Run 1, close-up of the layout:
Bar = 10 um. Window x 21 to 46, y 15 to 40 um. Cells in gray, sequential cells in the stronger gray; small squares are vias.
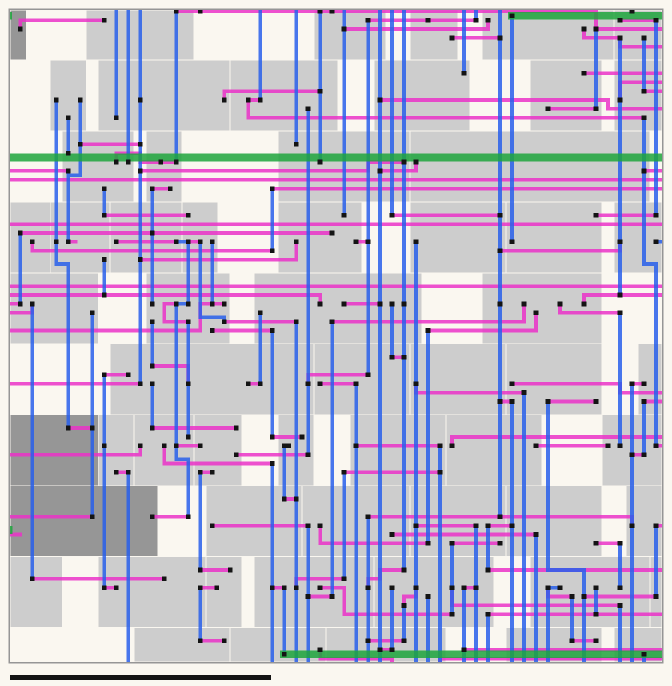
Run 1, wire density map:
13 x 19 tiles, from black (low) to pale yellow (high), scaled to the fullest tile. Values are wire area over tile area, all layers added.
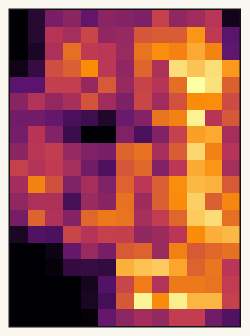
Run 1, clock distribution:
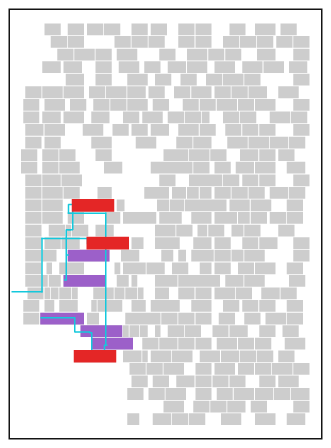
`src/rtl/ahblite_slave_mux.sv`:
```
// AHB-Lite slave response multiplexer: tracks the data-phase owner and steers ready, response
// and read data back to the master, with a built-in default slave for unmapped transfers.
module ahblite_slave_mux #(
  parameter bit Port0_en = 1'b1,
  parameter bit Port1_en = 1'b1,
  parameter bit Port2_en = 1'b1,
  parameter bit Port3_en = 1'b1
) (
  input  logic        HCLK,
  input  logic        HRESETn,
  input  logic        P0_HSEL,
  input  logic        P1_HSEL,
  input  logic        P2_HSEL,
  input  logic        P3_HSEL,
  input  logic [1:0]  HTRANS,
  input  logic        P0_HREADYOUT,
  input  logic        P1_HREADYOUT,
  input  logic        P2_HREADYOUT,
  input  logic        P3_HREADYOUT,
  input  logic        P0_HRESP,
  input  logic        P1_HRESP,
  input  logic        P2_HRESP,
  input  logic        P3_HRESP,
  input  logic [31:0] P0_HRDATA,
  input  logic [31:0] P1_HRDATA,
  input  logic [31:0] P2_HRDATA,
  input  logic [31:0] P3_HRDATA,
  output logic        HREADY,
  output logic        HRESP,
  output logic [31:0] HRDATA
);

  typedef enum logic [2:0] {DselNone, DselP0, DselP1, DselP2, DselP3, DselDef} dsel_e;
  typedef enum logic [1:0] {DsIdle, DsErr1, DsErr2} ds_e;

  dsel_e      dsel_q, dsel_d;
  ds_e        ds_q, ds_d;
  logic [3:0] sel;
  logic       unused_htrans;

  // Only HTRANS[1] distinguishes active (NONSEQ/SEQ) from IDLE/BUSY.
  assign unused_htrans = HTRANS[0];

  assign sel = {P3_HSEL & Port3_en, P2_HSEL & Port2_en, P1_HSEL & Port1_en, P0_HSEL & Port0_en};

  // Address phase is sampled only when the current data phase completes.
  always_comb begin
    dsel_d = dsel_q;
    if (HREADY) begin
      if (sel[0])         dsel_d = DselP0;
      else if (sel[1])    dsel_d = DselP1;
      else if (sel[2])    dsel_d = DselP2;
      else if (sel[3])    dsel_d = DselP3;
      else if (HTRANS[1]) dsel_d = DselDef;
      else                dsel_d = DselNone;
    end
  end

  always_comb begin
    ds_d = ds_q;
    unique case (ds_q)
      DsIdle:  if (HREADY && (dsel_d == DselDef)) ds_d = DsErr1;
      DsErr1:  ds_d = DsErr2;
      DsErr2:  ds_d = (dsel_d == DselDef) ? DsErr1 : DsIdle;
      default: ds_d = DsIdle;
    endcase
  end

  always_ff @(posedge HCLK or negedge HRESETn) begin
    if (!HRESETn) begin
      dsel_q <= DselNone;
      ds_q   <= DsIdle;
    end else begin
      dsel_q <= dsel_d;
      ds_q   <= ds_d;
    end
  end

  always_comb begin
    HREADY = 1'b1;
    HRESP  = 1'b0;
    HRDATA = 32'h0;
    unique case (dsel_q)
      DselP0: begin
        HREADY = P0_HREADYOUT;
        HRESP  = P0_HRESP;
        HRDATA = P0_HRDATA;
      end
      DselP1: begin
        HREADY = P1_HREADYOUT;
        HRESP  = P1_HRESP;
        HRDATA = P1_HRDATA;
      end
      DselP2: begin
        HREADY = P2_HREADYOUT;
        HRESP  = P2_HRESP;
        HRDATA = P2_HRDATA;
      end
      DselP3: begin
        HREADY = P3_HREADYOUT;
        HRESP  = P3_HRESP;
        HRDATA = P3_HRDATA;
      end
      DselDef: begin
        // Two-cycle ERROR: low-ready first cycle, high-ready second.
        HREADY = (ds_q != DsErr1);
        HRESP  = (ds_q != DsIdle);
      end
      default: begin
        HREADY = 1'b1;
        HRESP  = 1'b0;
        HRDATA = 32'h0;
      end
    endcase
  end

endmodule

```
`config.mk`:
```
export PLATFORM = sky130hd
export DESIGN_NAME = ahblite_slave_mux
export DESIGN_NICKNAME = d
export VERILOG_FILES = /design/src/rtl/ahblite_slave_mux.sv
export SDC_FILE = /design/constraint.sdc
export NUM_CORES = 1
export LEC_CHECK = 0
export CAP_MARGIN = 20
export CORE_ASPECT_RATIO = 1.4
export CORE_MARGIN = 2
export CORE_UTILIZATION = 21
export CTS_BUF_LIST = sky130_fd_sc_hd__clkbuf_16
export DETAILED_ROUTE_END_ITERATION = 8
export GPL_TIMING_DRIVEN = 0
export PLACE_DENSITY = 0.78
export SLEW_MARGIN = 20
export SYNTH_ARGS = -nofsm -noshare
export SYNTH_HDL_FRONTEND = slang
export SYNTH_SLANG_ARGS = --single-unit
```
`constraint.sdc`:
```
create_clock -name HCLK -period 1.9 [get_ports HCLK]
set_clock_uncertainty 0.2 [all_clocks]
set_input_delay 0.285 -clock HCLK [delete_from_list [all_inputs] [get_ports HCLK]]
set_output_delay 0.285 -clock HCLK [all_outputs]
set_load 0.02 [all_outputs]
```
==> impl_metrics.env, run 1 <==
# implementation run metrics
export IMPL_top_area_share_pct=27.2
export IMPL_top_layer="met4"
export IMPL_wirelength_um=8240
export IMPL_common_cells="a22oi_1, mux2i_1, o22ai_1"
export IMPL_critical_path_top_delay_family="buffers and inverters"
export IMPL_n_fill_cell=422
export IMPL_status="complete, but fails checks"
export IMPL_finalWeightedCongestion=0.803
export IMPL_r2r_end="dsel_q[2]"
export IMPL_syn_nets=296
export IMPL_seq_area_share_pct=3.32
export IMPL_ys_area_mm2=0.00118
export IMPL_switchingPower_w=0.00241
export IMPL_hold_buffers=0
export IMPL_comb_share_pct=35.4
export IMPL_p_seq_share_pct=3.0
export IMPL_grt_pass1_wl_um=10900
export IMPL_fin_area_mm2=0.00381
export IMPL_p_int_w=0.00292
export IMPL_dieArea_mm2=0.00623
export IMPL_taps=68
export IMPL_clkLatencyLatePin_ns=0.23
export IMPL_final_cells=411
export IMPL_vias_per_cell=5.17
export IMPL_place_area_mm2=0.00322
export IMPL_top_cells_by_area="mux2i_1, a22oi_1, o22ai_1"
export IMPL_die_h_um=92.6
export IMPL_gr_usage_met2_pct=42.8
export IMPL_setup_viol=36
export IMPL_avgSynthCellArea_um2=7.75
export IMPL_clock_path_buffers=2
export IMPL_dpl_cell_count=396
export IMPL_fp_util_pct=21.6
export IMPL_grt_max_degree=11
export IMPL_top_area_cell="mux2i_1"
export IMPL_setup_ws_ns=-0.317
export IMPL_clkSlewWorstSetupHoldPaths_ns=0.03
export IMPL_violations="negative setup slack"
export IMPL_timing_final_crit_share_pct=117
export IMPL_wl_met3_um=791
export IMPL_final_clk_cell_share_pct=2.07
export IMPL_pwr_share_clk_pct=6.5
export IMPL_cts_resized=246
export IMPL_yosysUniqueCellTypes=23
export IMPL_inverters=6
export IMPL_wl_met2_um=4470
export IMPL_wl_per_cell_um=20.0
export IMPL_synth_seq_share_pct=10.6
export IMPL_use_met3_pct=6.32
export IMPL_ys_sh_xor_pct=0
export IMPL_die_x_um=67.3
export IMPL_critical_path_cell_chain="buf_6, nor2b_4, buf_12, buf_12, a22oi_2, o22ai_2, buf_6"
export IMPL_clkbuf_count=3
export IMPL_setup_worst_path_start="dsel_q[1]"
export IMPL_hold_viol_final=0
export IMPL_cp_depth=7
export IMPL_dr_pass1_iters=4
export IMPL_lay_top_count="clkdlybuf4s50_1"
export IMPL_met1_usage_pct=24.7
export IMPL_critPathBufInv=4
export IMPL_cts_root_buf="clkbuf_16"
export IMPL_ys_cells=152
export IMPL_num_nonclk_buffers=205
export IMPL_cts_setup_buffers=5
export IMPL_synth_cells=152
export IMPL_tns_ns=-5.18
export IMPL_path_class="register to output port"
export IMPL_top_power_group="combinational logic"
export IMPL_warnings=31
export IMPL_antenna_left=0
export IMPL_drv_cap=0
export IMPL_drive_above_1_share_pct=40.8
export IMPL_fin_nets=488
export IMPL_m1WireLength_um=2890
export IMPL_max_stage_delay_ns=0.36
export IMPL_logic_area_mm2=0.00135
export IMPL_fin_crit_ns=2.22
export IMPL_cts_htree_levels=1
Notes on 'close-up of the layout' above:
Key: blue = metal 2; magenta = metal 1; green = metal 3
44 logic cells have their middle in the window. Most frequent: clkdlybuf4s50_1 (11), buf_6 (4), inv_1 (3). Netlist names of flops here include `dsel_q` (1). Sequential cells in the window: 1.

Notes on 'wire density map' above:
9.3% of the tiles are nearly empty. The emptiest ninth of the die: lower left. The fullest tile reaches 0.47.

Notes on 'clock distribution' above:
Key: red = clock drivers [count 3]; purple = flip-flops [count 5]; cyan = clock wires [length 128 um]
Position of the flops: lower left.

## Run 2: what changed since run 1
--- a/config.mk
+++ b/config.mk
@@ -11,6 +11,7 @@
 export CORE_UTILIZATION = 21
 export CTS_BUF_LIST = sky130_fd_sc_hd__clkbuf_16
 export DETAILED_ROUTE_END_ITERATION = 8
+export GPL_ROUTABILITY_DRIVEN = 1
 export GPL_TIMING_DRIVEN = 0
 export PLACE_DENSITY = 0.78
 export SLEW_MARGIN = 20
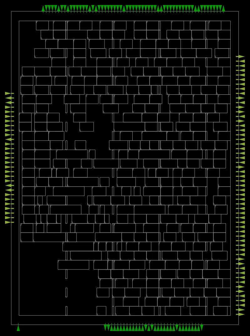
Run 2: placement view
core area: 0.00545 mm2
well tap count: 68
flop share of the area: 3.32%
flop count: 5
Post-Route Utilization: 70.0%

==> run 2 against run 1 <==
Net effect: the flow still finishes with violations (negative setup slack); sequential share of layout area is the same; utilization is the same; die area is the same; worst setup slack is the same; synthesized cell count is the same; critical path depth is the same; first-iteration DRC count is the same; maximum frequency is the same; global-route usage is the same; register-to-register slack is essentially flat; via count is the same; wire length is the same.
==> impl_metrics.env, run 2 <==
# implementation run metrics
export IMPL_setup_worst_path_start="dsel_q[1]"
export IMPL_met1_usage_pct=24.7
export IMPL_drive_above_1_share_pct=40.8
export IMPL_fin_area_mm2=0.00381
export IMPL_hold_buffers=0
export IMPL_dpl_cell_count=396
export IMPL_critical_path_top_delay_family="buffers and inverters"
export IMPL_relSlewSlack_pct=74.4
export IMPL_logic_family="AND-OR/OR-AND gates"
export IMPL_timing_final_crit_share_pct=117
export IMPL_hold_viol_final=0
export IMPL_worstPathMaxFanout=10
export IMPL_clkSlewWorstSetupHoldPaths_ns=0.03
export IMPL_avgSynthCellArea_um2=7.75
export IMPL_fin_nets=488
export IMPL_power_frac_comb_pct=90.5
export IMPL_top_cells_by_area="mux2i_1, a22oi_1, o22ai_1"
export IMPL_setup_ws_ns=-0.317
export IMPL_n_fill_cell=422
export IMPL_cts_htree_levels=1
export IMPL_top_area_cell="mux2i_1"
export IMPL_dr_pass1_iters=4
export IMPL_p_seq_share_pct=3.0
export IMPL_r2r_end="dsel_q[2]"
export IMPL_cts_resized=246
export IMPL_final_cells=411
export IMPL_lay_top_count="clkdlybuf4s50_1"
export IMPL_grt_max_degree=11
export IMPL_syn_nets=296
export IMPL_cts_setup_buffers=5
export IMPL_fin_crit_ns=2.22
export IMPL_logic_gate_count=123
export IMPL_ys_cells=152
export IMPL_switchingPower_w=0.00241
export IMPL_path_class="register to output port"
export IMPL_pwr_share_clk_pct=6.5
export IMPL_ys_sh_xor_pct=0
export IMPL_gr_usage_met2_pct=42.8
export IMPL_wirelength_um=8240
export IMPL_cp_depth=7
export IMPL_pg_comb_w=0.00482
export IMPL_grt_pass1_wl_um=10900
export IMPL_status="complete, but fails checks"
export IMPL_top_layer="met4"
export IMPL_synthAoiAreaFrac_pct=44.4
export IMPL_cts_root_buf="clkbuf_16"
export IMPL_vias=2125
export IMPL_top_area_share_pct=27.2
export IMPL_mux_area_share_pct=30.1
export IMPL_hp_class="primary input to asynchronous set/reset pin"
export IMPL_yosysUniqueCellTypes=23
export IMPL_dieArea_mm2=0.00623
export IMPL_warnings=31
export IMPL_p_leak_nw=1.47
export IMPL_clkbuf_count=3
export IMPL_synth_seq_share_pct=10.6
export IMPL_critical_path_cell_chain="buf_6, nor2b_4, buf_12, buf_12, a22oi_2, o22ai_2, buf_6"
export IMPL_p_int_w=0.00292
export IMPL_ys_area_mm2=0.00118
export IMPL_die_x_um=67.3
export IMPL_use_met3_pct=6.32
export IMPL_antenna_left=0
export IMPL_reg2reg_depth=6
export IMPL_finalWeightedCongestion=0.803
export IMPL_wl_met3_um=791
export IMPL_drt_iter0_drc=59
export IMPL_report_final_slew_viol_count=0
export IMPL_final_clk_cell_share_pct=2.07
export IMPL_logic_area_mm2=0.00135
export IMPL_place_area_mm2=0.00322
export IMPL_comb_share_pct=35.4
export IMPL_inverters=6
export IMPL_m1WireLength_um=2890
export IMPL_wl_per_cell_um=20.0
export IMPL_max_stage_delay_ns=0.36
export IMPL_setup_viol=36
export IMPL_vias_per_cell=5.17
export IMPL_drv_cap=0
export IMPL_top_power_group="combinational logic"
export IMPL_common_cells="a22oi_1, mux2i_1, o22ai_1"
export IMPL_critPathBufInv=4
export IMPL_num_nonclk_buffers=205
export IMPL_clock_path_buffers=2
export IMPL_die_h_um=92.6
export IMPL_power_density_mw_per_mm2=1400
export IMPL_synth_cells=152
export IMPL_tns_ns=-5.18
export IMPL_wl_met2_um=4470
export IMPL_fp_util_pct=21.6
export IMPL_violations="negative setup slack"
export IMPL_clkLatencyLatePin_ns=0.23
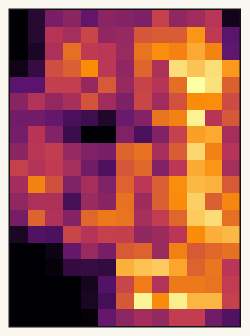
Run 2: wire density map
13 x 19 tiles, from black (low) to pale yellow (high), scaled to the fullest tile. Values are wire area over tile area, all layers added.
9.3% of the tiles are nearly empty. The fullest tile reaches 0.47. 45% of the tiles are over half the peak. The emptiest ninth of the die: lower left.

## Run 3: what changed since run 2
--- a/config.mk
+++ b/config.mk
@@ -6,7 +6,7 @@
 export NUM_CORES = 1
 export LEC_CHECK = 0
 export CAP_MARGIN = 20
-export CORE_ASPECT_RATIO = 1.4
+export CORE_ASPECT_RATIO = 1.5
 export CORE_MARGIN = 2
 export CORE_UTILIZATION = 21
 export CTS_BUF_LIST = sky130_fd_sc_hd__clkbuf_16
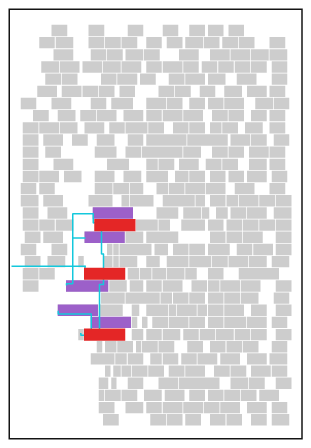
Run 3: clock distribution
Key: cyan = clock wires [length 105 um]; purple = flip-flops [count 5]; red = clock drivers [count 3]
There are 4 routed clock nets.

==> run 3 against run 2 <==
Net effect: the flow still finishes with violations (negative setup slack); maximum frequency increased by 7.0%; sequential power about the same; register-to-register slack about the same; via count decreased by 1.4%; cell count increased by 1.9%; critical path depth unchanged; flip-flop count unchanged; critical endpoint is now HRDATA[24]; largest cell class unchanged; highest routed layer unchanged.
==> impl_metrics.env, run 3 <==
# implementation run metrics
export IMPL_status="complete, but fails checks"
export IMPL_violations="negative setup slack"
export IMPL_top_area_cell="mux2i_1"
export IMPL_m1WireLength_um=2980
export IMPL_dr_pass1_iters=4
export IMPL_critical_path_cell_chain="buf_6, nor2b_4, buf_12, buf_12, a22oi_2, o22ai_2, buf_6"
export IMPL_cp_depth=7
export IMPL_ys_area_mm2=0.00118
export IMPL_crit_end="HRDATA[24]"
export IMPL_power_w=0.00548
export IMPL_critical_path_top_delay_family="buffers and inverters"
export IMPL_use_met3_pct=6.20
export IMPL_ir_drop_v=0.000895
export IMPL_reg2reg_depth=6
export IMPL_rows=33
export IMPL_hp_class="primary input to asynchronous set/reset pin"
export IMPL_largest_class="buffers"
export IMPL_power_frac_comb_pct=90.9
export IMPL_flops=5
export IMPL_setup_viol=37
export IMPL_cts_resized=281
export IMPL_path_class="register to output port"
export IMPL_die_h_um=95.7
export IMPL_synthAoiAreaFrac_pct=44.4
export IMPL_hold_buffers=0
export IMPL_clkbuf_count=3
export IMPL_antenna_cells=0
export IMPL_setup_worst_path_start="dsel_q[1]"
export IMPL_reg_top3="dsel_q (3), ds_q (2)"
export IMPL_ys_cells=152
export IMPL_n_fill_cell=402
export IMPL_max_stage_delay_ns=0.37
export IMPL_dieArea_mm2=0.00623
export IMPL_fmax_mhz=483
export IMPL_power_density_mw_per_mm2=1390
export IMPL_place_area_mm2=0.00322
export IMPL_setup_ws_ns=-0.172
export IMPL_fin_nets=494
export IMPL_grt_max_degree=11
export IMPL_avgSynthCellArea_um2=7.75
export IMPL_final_cells=419
export IMPL_met1_usage_pct=25.5
export IMPL_critPathBufInv=4
export IMPL_seq_area_share_pct=3.22
export IMPL_cts_htree_levels=1
export IMPL_grt_pass1_wl_um=11400
export IMPL_cts_root_buf="clkbuf_16"
export IMPL_timing_final_crit_share_pct=109
export IMPL_common_cells="a22oi_1, mux2i_1, o22ai_1"
export IMPL_switchingPower_w=0.00241
export IMPL_worstMarginPinSlew_ns=0.347
export IMPL_ys_sh_xor_pct=0
export IMPL_comb_share_pct=34.8
export IMPL_synth_cells=152
export IMPL_taps=70
export IMPL_fin_area_mm2=0.00393
export IMPL_antenna_found_initial=0
export IMPL_fp_util_pct=21.6
export IMPL_lay_top_count="clkdlybuf4s50_1"
export IMPL_finalWeightedCongestion=0.740
export IMPL_vias=2095
export IMPL_wl_per_cell_um=19.5
export IMPL_die_x_um=65.1
export IMPL_logic_area_mm2=0.00137
export IMPL_drive_above_1_share_pct=42.7
export IMPL_hold_viol_final=0
export IMPL_inverters=6
export IMPL_final_clk_cell_share_pct=2.01
export IMPL_vias_per_cell=5.00
export IMPL_io_buffers=176
export IMPL_report_final_slew_viol_count=0
export IMPL_worstPathMaxFanout=10
export IMPL_wl_met2_um=4450
export IMPL_top_area_share_pct=27.2
export IMPL_synth_seq_share_pct=10.6
export IMPL_clkSlewWorstSetupHoldPaths_ns=0.03
export IMPL_num_nonclk_buffers=211
export IMPL_core_area_mm2=0.00545
export IMPL_p_seq_share_pct=2.9
export IMPL_logic_gate_count=123
export IMPL_ys_ff=5
export IMPL_warnings=30
export IMPL_clkLatencyLatePin_ns=0.22
export IMPL_drt_iter0_drc=69
export IMPL_logic_family="AND-OR/OR-AND gates"
export IMPL_cts_setup_buffers=9
export IMPL_p_leak_nw=1.52
export IMPL_top_power_group="combinational logic"
export IMPL_mux_area_share_pct=30.1
export IMPL_fin_crit_ns=2.07
export IMPL_wirelength_um=8190
export IMPL_cp_end_kind="output port"
export IMPL_top_layer="met4"
export IMPL_dpl_cell_count=398
export IMPL_syn_area_mm2=0.00118
export IMPL_top_cells_by_area="mux2i_1, a22oi_1, o22ai_1"
export IMPL_tns_ns=-4.64
export IMPL_post_route_util_pct=72.1
export IMPL_p_int_w=0.00307
export IMPL_clock_path_buffers=2
export IMPL_drv_cap=0
export IMPL_drc=0
export IMPL_syn_nets=296
export IMPL_async_reset_ff_share_pct=100
export IMPL_antenna_left=0
export IMPL_crit_path_top_delay_cell="dfrtp_1"
export IMPL_wl_met3_um=697
export IMPL_r2r_end="dsel_q[2]"
export IMPL_pwr_share_clk_pct=6.2
export IMPL_pg_seq_w=0.000161
export IMPL_pg_comb_w=0.00498
export IMPL_gr_usage_met2_pct=45.4
export IMPL_relSlewSlack_pct=76.9
export IMPL_yosysUniqueCellTypes=23
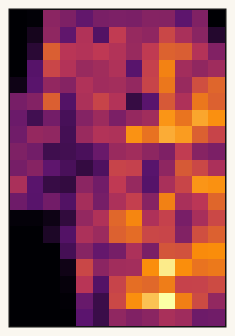
Run 3: wire density map
13 x 19 tiles, from black (low) to pale yellow (high), scaled to the fullest tile. Values are wire area over tile area, all layers added.
The mean over all tiles is 0.21. 11% of the tiles are nearly empty. 30% of the tiles are over half the peak. The emptiest ninth of the die: lower left. The fullest tile reaches 0.55.

Power and IR drop assume default switching activity.
